The clock network:
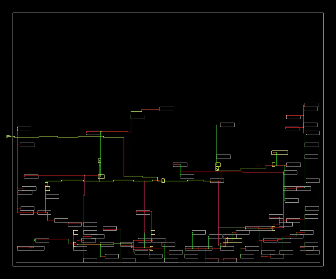
Clock network drawn from the DEF:
The bar under the picture is 50 um long.
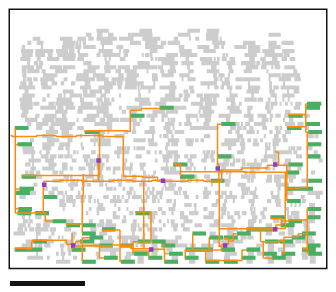
Cells colored by class:
The bar under the picture is 50 um long.
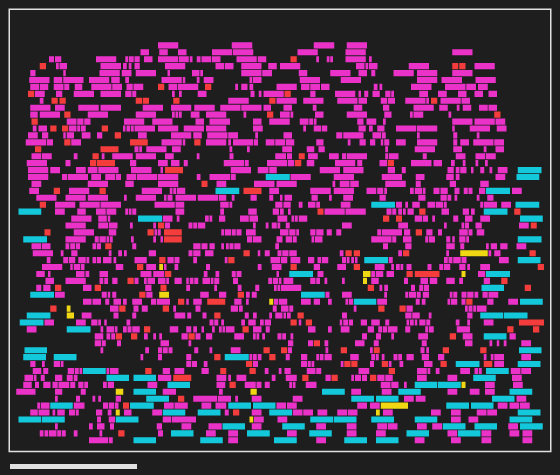
`src/rtl/shreg_pkg.sv`:
```
// Shared constants for the universal burst shift register: step modes and FSM states.
package shreg_pkg;

   localparam logic [1:0] MODE_SHIFT  = 2'b00;
   localparam logic [1:0] MODE_ROT    = 2'b01;
   localparam logic [1:0] MODE_LOAD   = 2'b10;
   localparam logic [1:0] MODE_ASHIFT = 2'b11;

   localparam logic ST_IDLE = 1'b0;
   localparam logic ST_RUN  = 1'b1;

endpackage

```
`src/rtl/shreg_step.sv`:
```
// One combinational shift/rotate/load step of distance amt (clamped to WIDTH-1).
module shreg_step
   import shreg_pkg::*;
#(
   parameter int WIDTH = 32,
   parameter int AMT_W = $clog2(WIDTH)
) (
   input  logic [WIDTH-1:0] q,
   input  logic [1:0]       mode,
   input  logic             dir,
   input  logic [AMT_W-1:0] amt,
   input  logic             s_in,
   input  logic [WIDTH-1:0] d,
   output logic [WIDTH-1:0] next_q,
   output logic             next_sout
);

   localparam logic [AMT_W:0] KMAX = (AMT_W+1)'(WIDTH-1);

   logic [AMT_W:0]   k;
   logic [WIDTH-1:0] ones, shl, shr, lmask, rmask, wrap_l, wrap_r;
   logic [WIDTH:0]   qx;
   logic             sout_l, sout_r, fill;

   always_comb begin
      k      = ({1'b0, amt} > KMAX) ? KMAX : {1'b0, amt};
      ones   = '1;
      shl    = q << k;
      shr    = q >> k;
      lmask  = ~(ones << k);
      rmask  = ~(ones >> k);
      // Shifting by WIDTH yields 0, so k=0 needs no special case for the wrap terms.
      wrap_l = q >> (WIDTH - int'(k));
      wrap_r = q << (WIDTH - int'(k));
      qx     = {q, 1'b0} >> k;
      sout_l = wrap_l[0];
      sout_r = qx[0];
   end

   always_comb begin
      next_q    = q;
      next_sout = dir ? sout_r : sout_l;
      fill      = s_in;
      case (mode)
         MODE_LOAD: begin
            next_q    = d;
            next_sout = 1'b0;
         end
         MODE_ROT: next_q = dir ? (shr | wrap_r) : (shl | wrap_l);
         default: begin
            if (mode == MODE_ASHIFT) fill = dir ? q[WIDTH-1] : 1'b0;
            next_q = dir ? (shr | (fill ? rmask : '0)) : (shl | (fill ? lmask : '0));
         end
      endcase
   end

endmodule

```
`src/rtl/shift_reg_univ_burst.sv`:
```
// Universal shift register with live single-step operation and a latched-control burst engine.
module shift_reg_univ_burst
   import shreg_pkg::*;
#(
   parameter int WIDTH = 32,
   parameter int AMT_W = $clog2(WIDTH),
   parameter int CNT_W = 8
) (
   input  logic             clk,
   input  logic             rst_n,
   input  logic             enb,
   input  logic             dir,
   input  logic [1:0]       mode,
   input  logic             s_in,
   input  logic [AMT_W-1:0] amt,
   input  logic [WIDTH-1:0] d,
   input  logic             start,
   input  logic [CNT_W-1:0] burst_len,
   output logic [WIDTH-1:0] q,
   output logic             s_out,
   output logic             busy,
   output logic             done
);

   logic             state;
   logic [CNT_W-1:0] cnt;
   logic [1:0]       l_mode;
   logic             l_dir;
   logic [AMT_W-1:0] l_amt;
   logic [WIDTH-1:0] l_d;

   logic             run, do_step, upd_sout, nso;
   logic [1:0]       s_mode;
   logic             s_dir;
   logic [AMT_W-1:0] s_amt;
   logic [WIDTH-1:0] s_d, nq;

   // During a burst the step uses latched controls; s_in stays live either way.
   always_comb begin
      run      = (state == ST_RUN);
      s_mode   = run ? l_mode : mode;
      s_dir    = run ? l_dir  : dir;
      s_amt    = run ? l_amt  : amt;
      s_d      = run ? l_d    : d;
      do_step  = run ? enb : (enb && !start);
      upd_sout = (s_mode == MODE_LOAD) || (s_amt != '0);
   end

   shreg_step #(.WIDTH(WIDTH), .AMT_W(AMT_W)) u_step (
      .q(q), .mode(s_mode), .dir(s_dir), .amt(s_amt), .s_in(s_in), .d(s_d),
      .next_q(nq), .next_sout(nso)
   );

   always_ff @(posedge clk or negedge rst_n) begin
      if (!rst_n) begin
         q      <= '0;
         s_out  <= 1'b0;
         busy   <= 1'b0;
         done   <= 1'b0;
         state  <= ST_IDLE;
         cnt    <= '0;
         l_mode <= MODE_SHIFT;
         l_dir  <= 1'b0;
         l_amt  <= '0;
         l_d    <= '0;
      end else begin
         done <= 1'b0;
         if (do_step) begin
            q <= nq;
            if (upd_sout) s_out <= nso;
         end
         if (!run) begin
            if (start) begin
               l_mode <= mode;
               l_dir  <= dir;
               l_amt  <= amt;
               l_d    <= d;
               if (burst_len == '0) begin
                  done <= 1'b1;
               end else begin
                  state <= ST_RUN;
                  busy  <= 1'b1;
                  // A load is idempotent, so a load burst is a single step.
                  cnt   <= (mode == MODE_LOAD) ? CNT_W'(1) : burst_len;
               end
            end
         end else if (enb) begin
            cnt <= cnt - 1'b1;
            if (cnt == CNT_W'(1)) begin
               state <= ST_IDLE;
               busy  <= 1'b0;
               done  <= 1'b1;
            end
         end
      end
   end

endmodule

```
`config.mk`:
```
export PLATFORM = sky130hd
export DESIGN_NAME = shift_reg_univ_burst
export DESIGN_NICKNAME = d
export VERILOG_FILES = /design/src/rtl/shreg_pkg.sv /design/src/rtl/shreg_step.sv /design/src/rtl/shift_reg_univ_burst.sv
export SDC_FILE = /design/constraint.sdc
export NUM_CORES = 1
export LEC_CHECK = 0
export CELL_PAD_IN_SITES_DETAIL_PLACEMENT = 0
export CELL_PAD_IN_SITES_GLOBAL_PLACEMENT = 2
export CORE_AREA = 2 2 210 171
export CTS_BUF_LIST = sky130_fd_sc_hd__clkbuf_2
export CTS_CLUSTER_DIAMETER = 100
export DETAILED_ROUTE_END_ITERATION = 12
export DIE_AREA = 0 0 212 173
export DONT_BUFFER_PORTS = 1
export GPL_ROUTABILITY_DRIVEN = 0
export PLACE_DENSITY_LB_ADDON = 0.1
export SYNTH_ARGS = -nofsm -noshare
export SYNTH_HDL_FRONTEND = slang
export SYNTH_HIERARCHICAL = 1
export SYNTH_SLANG_ARGS = --single-unit
```
`constraint.sdc`:
```
create_clock -name clk -period 4.4 [get_ports clk]
set_clock_uncertainty 0.1 [all_clocks]
set_input_delay 0.88 -clock clk [delete_from_list [all_inputs] [get_ports clk]]
set_output_delay 0.88 -clock clk [all_outputs]
set_load 0.1 [all_outputs]
```
==> results.rst <==
Implementation results
======================

.. list-table::
   :header-rows: 1

   * - Metric
     - Value
   * - Cell area after synthesis
     - 0.0133 sq mm
   * - Clock tree cell share of total cell area
     - under 10%
   * - Flip-flops with a built-in enable
     - 0
   * - Number of antenna violations at the first check in global routing
     - 2
   * - Capturing element type of the critical path
     - flip-flop
   * - Last element of the critical path
     - q[5]
   * - Final standard cell utilization of the core
     - a little over two fifths
   * - Vias
     - 13666
   * - Final-layout fill cell count
     - between 3000 and 4000
   * - Total routed wire length on the met1 layer
     - 28000 um
   * - Overall overflow remaining after global route
     - 0
   * - Number of design-rule violations left by the first detailed-router iteration
     - 2313
   * - Switching Fraction
     - between 50 and 60%
   * - Worst reg-to-reg setup slack
     - -0.2 ps
   * - Commonest non-fill, non-tap cells in the layout
     - sky130_fd_sc_hd__mux4_2 (141), sky130_fd_sc_hd__mux2_2 (131), sky130_fd_sc_hd__buf_4 (113)
   * - Top routing layer in use
     - met4
   * - Number of nets still failing antenna checks after routing
     - 0
   * - Number of inserted diodes
     - 1
   * - Wire length after detailed routing
     - 69300 um
   * - Mapped Avg Cell Area
     - ~9.6 sq um
   * - DRC errors left
     - 0
   * - Post-layout power
     - slightly above 6000 uW
   * - Die Area
     - ~0.037 sq mm
   * - Most frequent standard cell in the layout excluding fill and tap cells
     - sky130_fd_sc_hd__mux4_2
   * - Floorplan die height
     - approximately 170 um
   * - Top cell type's share of synthesized area
     - a little under a quarter
   * - Power drawn by the sequential cells
     - between 1500 and 2000 uW
   * - Gate power share
     - between 60% and 70%
   * - Port Buffers
     - 0
   * - Kind of cell adding the most delay to the critical path
     - AND-OR/OR-AND gates
   * - Post-CTS Setup Repair Bufs
     - 0
   * - Via count of the first global-routing pass
     - around 13000
   * - Clock latency on the worst-skew pair
     - approximately 800 ps
   * - Number of hold violations in the final report
     - 0
   * - Tool warnings
     - 31
   * - Iteration tally of the first detailed-router pass
     - 6
   * - Total cells reported by yosys after synthesis
     - roughly 1400
   * - TritonCTS clock tree
     - done
   * - Most common reg cell
     - sky130_fd_sc_hd__dfrtp_1
   * - Part of the power in the clock network
     - under 10%
   * - Part of the power in registers
     - 28.8%
   * - Pin slew with the least headroom to its limit
     - 1180 ps
   * - Logic gate fraction of the total cell area
     - 71.8%
   * - Group drawing the most power
     - combinational logic
   * - Cell type with the largest total area after synthesis
     - sky130_fd_sc_hd__mux4_2
   * - Syn_nets
     - 1445
   * - Chip Width
     - about 210 um
   * - Proportion of synthesized flip-flops having asynchronous set or reset
     - 100%
   * - Maximum single-stage delay on the critical path
     - roughly 540 ps
   * - Reg-to-Reg Start
     - run
   * - Pin count of the biggest net entering global routing
     - between 80 and 90
   * - Layout cells sized above 1
     - a little over a third
   * - Switch Pwr
     - approximately 3500 uW
   * - Top Usage Layer GRT
     - met1
   * - Worst hold path class
     - input port to flip-flop
   * - Violations in the final reports
     - setup timing
   * - Total number of cells along the worst setup path
     - 11
   * - Post-layout instance area
     - 0.0144 sq mm
   * - Post-placement setup slack
     - -150 ps
   * - Total CTS buffers
     - 9
   * - Met2 layer usage reported by global route
     - between 50 and 60%
   * - Outcome
     - finished, violations left
   * - Comb area
     - just over 0.01 sq mm
   * - Internal power summed over all cells
     - 2570 uW
   * - Met1 usage
     - between 50% and 60%
   * - Cell breakdown of the critical path
     - buf_4, mux2_4, buf_12, o31ai_2, nand2_4, buf_12, mux2i_1, o311ai_1, a221oi_2, o21ai_1, mux2_1
   * - Non-clock buffering overhead in the final layout
     - 7.62%
   * - Number of cells on the worst reg-to-reg path
     - 11
   * - Biggest cell category by area in the final layout
     - multi-input combinational cells
   * - Count of hold-fix buffers inserted at cts
     - 2
   * - Regs by FF count
     - l_d x32, q x32, cnt x8
   * - Placeable core region
     - between 0.03 and 0.04 sq mm
   * - CTS root buf
     - sky130_fd_sc_hd__clkbuf_2
   * - Peak ir drop on the vdd network
     - approximately 0.0003 V
   * - Share of the core filled by cells before placement
     - about two fifths
   * - Total of endpoints with negative setup slack in the final report
     - 1
   * - H-tree depth
     - 3
   * - FF-to-FF End
     - q[5]
   * - Largest buffer count on any clock path
     - 2
   * - Non-clock inverters
     - 20
   * - Clock slew seen by the registers of the worst setup and hold paths
     - about 380 ps
   * - Non-clk bufs
     - around 130
   * - Via-to-Cell Ratio
     - around 7.5
   * - Proportion of synthesized chip area in sequential cells
     - around 16%
   * - Cells after DPL
     - roughly 1800
   * - Pwr per Cell Area
     - 426 mW/mm^2
   * - Hold Crit Endpoint
     - l_amt[2]
   * - Layout-stage area growth over the synthesis result
     - 8.16%
   * - Post-cts repair resize count
     - 0
   * - I/O pin total
     - 88
   * - Num tapcells
     - between 400 and 500
   * - Combinational group power
     - 3770 uW
   * - Flip-flops
     - about 84
   * - Sequential portion of the cell area
     - between 10 and 15%
   * - CTS sink cnt
     - ~84
   * - Fraction of the cycle the final worst path needs
     - 100%
   * - Synthesized netlist cell count
     - between 1000 and 1500
   * - HP Start
     - amt[2]
   * - Max-cap check violation count
     - 0
   * - Tightest hold margin
     - 85.9 ps
   * - RSZ-0062 raised after global routing
     - false
   * - Distinct cell type count of the synthesized netlist
     - approximately 86
   * - Number of multi-input logic gates
     - between 1000 and 1500
   * - Cell with the largest stage delay on the worst path
     - sky130_fd_sc_hd__dfrtp_2
   * - Sum of net half-perimeters after detailed placement
     - approximately 50000 um
   * - Net count, final
     - approximately 1400
   * - Min cycle time layout
     - between 4000 and 5000 ps
   * - Data required time of the worst path
     - around 5000 ps
   * - Flop area
     - approximately 0.0021 sq mm
   * - Chip area in the Yosys report
     - ~0.013 sq mm
   * - Max FO, Critical Path
     - 30
   * - Crit path setup slack, layout
     - -0.234 ps
   * - Cell types with the largest area share after synthesis
     - sky130_fd_sc_hd__mux4_2 (24%), sky130_fd_sc_hd__dfrtp_1 (16%), sky130_fd_sc_hd__mux2_2 (11%), sky130_fd_sc_hd__mux2i_1 (6.3%), sky130_fd_sc_hd__nor2_1 (2.9%)
   * - Worst Hold Path Cells
     - 1
   * - Worst Path Arrival
     - ~5000 ps
   * - Max Fclk
     - between 200 and 250 MHz
   * - Met3 usage
     - 12.3%
   * - Detailed route wirelength on metal2
     - ~28000 um
   * - Most frequent cell on the critical path
     - sky130_fd_sc_hd__buf_12
   * - Avg WL per Cell
     - about 38 um
   * - Pleak
     - 0.00541 uW
   * - Tightest slew margin relative to the limit
     - between 20% and 30%
   * - Source of the critical timing path
     - run
   * - Yosys Warn Count
     - 6
   * - Count of pins over their slew limit
     - 0
   * - Global Route Usage Sum
     - ~37%
   * - Post-route non-filler standard cell count
     - roughly 1800
   * - Routed length on met3
     - approximately 9400 um
   * - First-pass GRT wire length
     - 99300 um
   * - Crit start category
     - flip-flop
   * - Setup TNS Final
     - -0.234 ps
About 'the clock network':
Clock net power: 577 uW
clock buffer instance count of the final layout: 9

About 'clock network drawn from the DEF':
Key: flip-flops = green [count 84]; clock drivers = purple [count 9]; clock wires = orange [length 1690 um]
There are 10 routed clock nets.

About 'cells colored by class':
Key: sequential cells = cyan [cells 84]; combinational and other logic = magenta [cells 1130]; remaining buffers and delay cells = red [cells 125]; clock drivers and dummy loads = yellow [cells 16]

cells by family (layout without fill, tap and decap cells):
logic type	after synthesis	in the layout	share of synthesized area, %
multiplexers	395	395	44.8
AND-OR/OR-AND	366	366	19.2
AND/OR/NAND/NOR	340	340	12.4
buffers and inverters	189	161	6.93
flip-flops	84	84	15.8
adder cells (fa/ha/maj)	9	9	0.848
other	0	1	0
cell usage after synthesis (all sizes together), types with 7 or more instances:
cell type	number
a211oi	14
a21o	9
a21oi	66
a221o	7
a221oi	7
a22oi	17
a31oi	17
a32oi	8
and3	8
buf	84
clkbuf	85
dfrtp	84
ha	9
inv	19
mux2	170
mux2i	84
mux4	141
nand2	100
nand2b	12
nand3	31
nor2	102
nor2b	16
nor3	27
o211ai	24
o21ai	78
o221ai	18
o22ai	10
o311ai	8
o31ai	15
o32ai	7
or2	13
Power figures rest on the tool's default switching activity, not on a simulated workload.
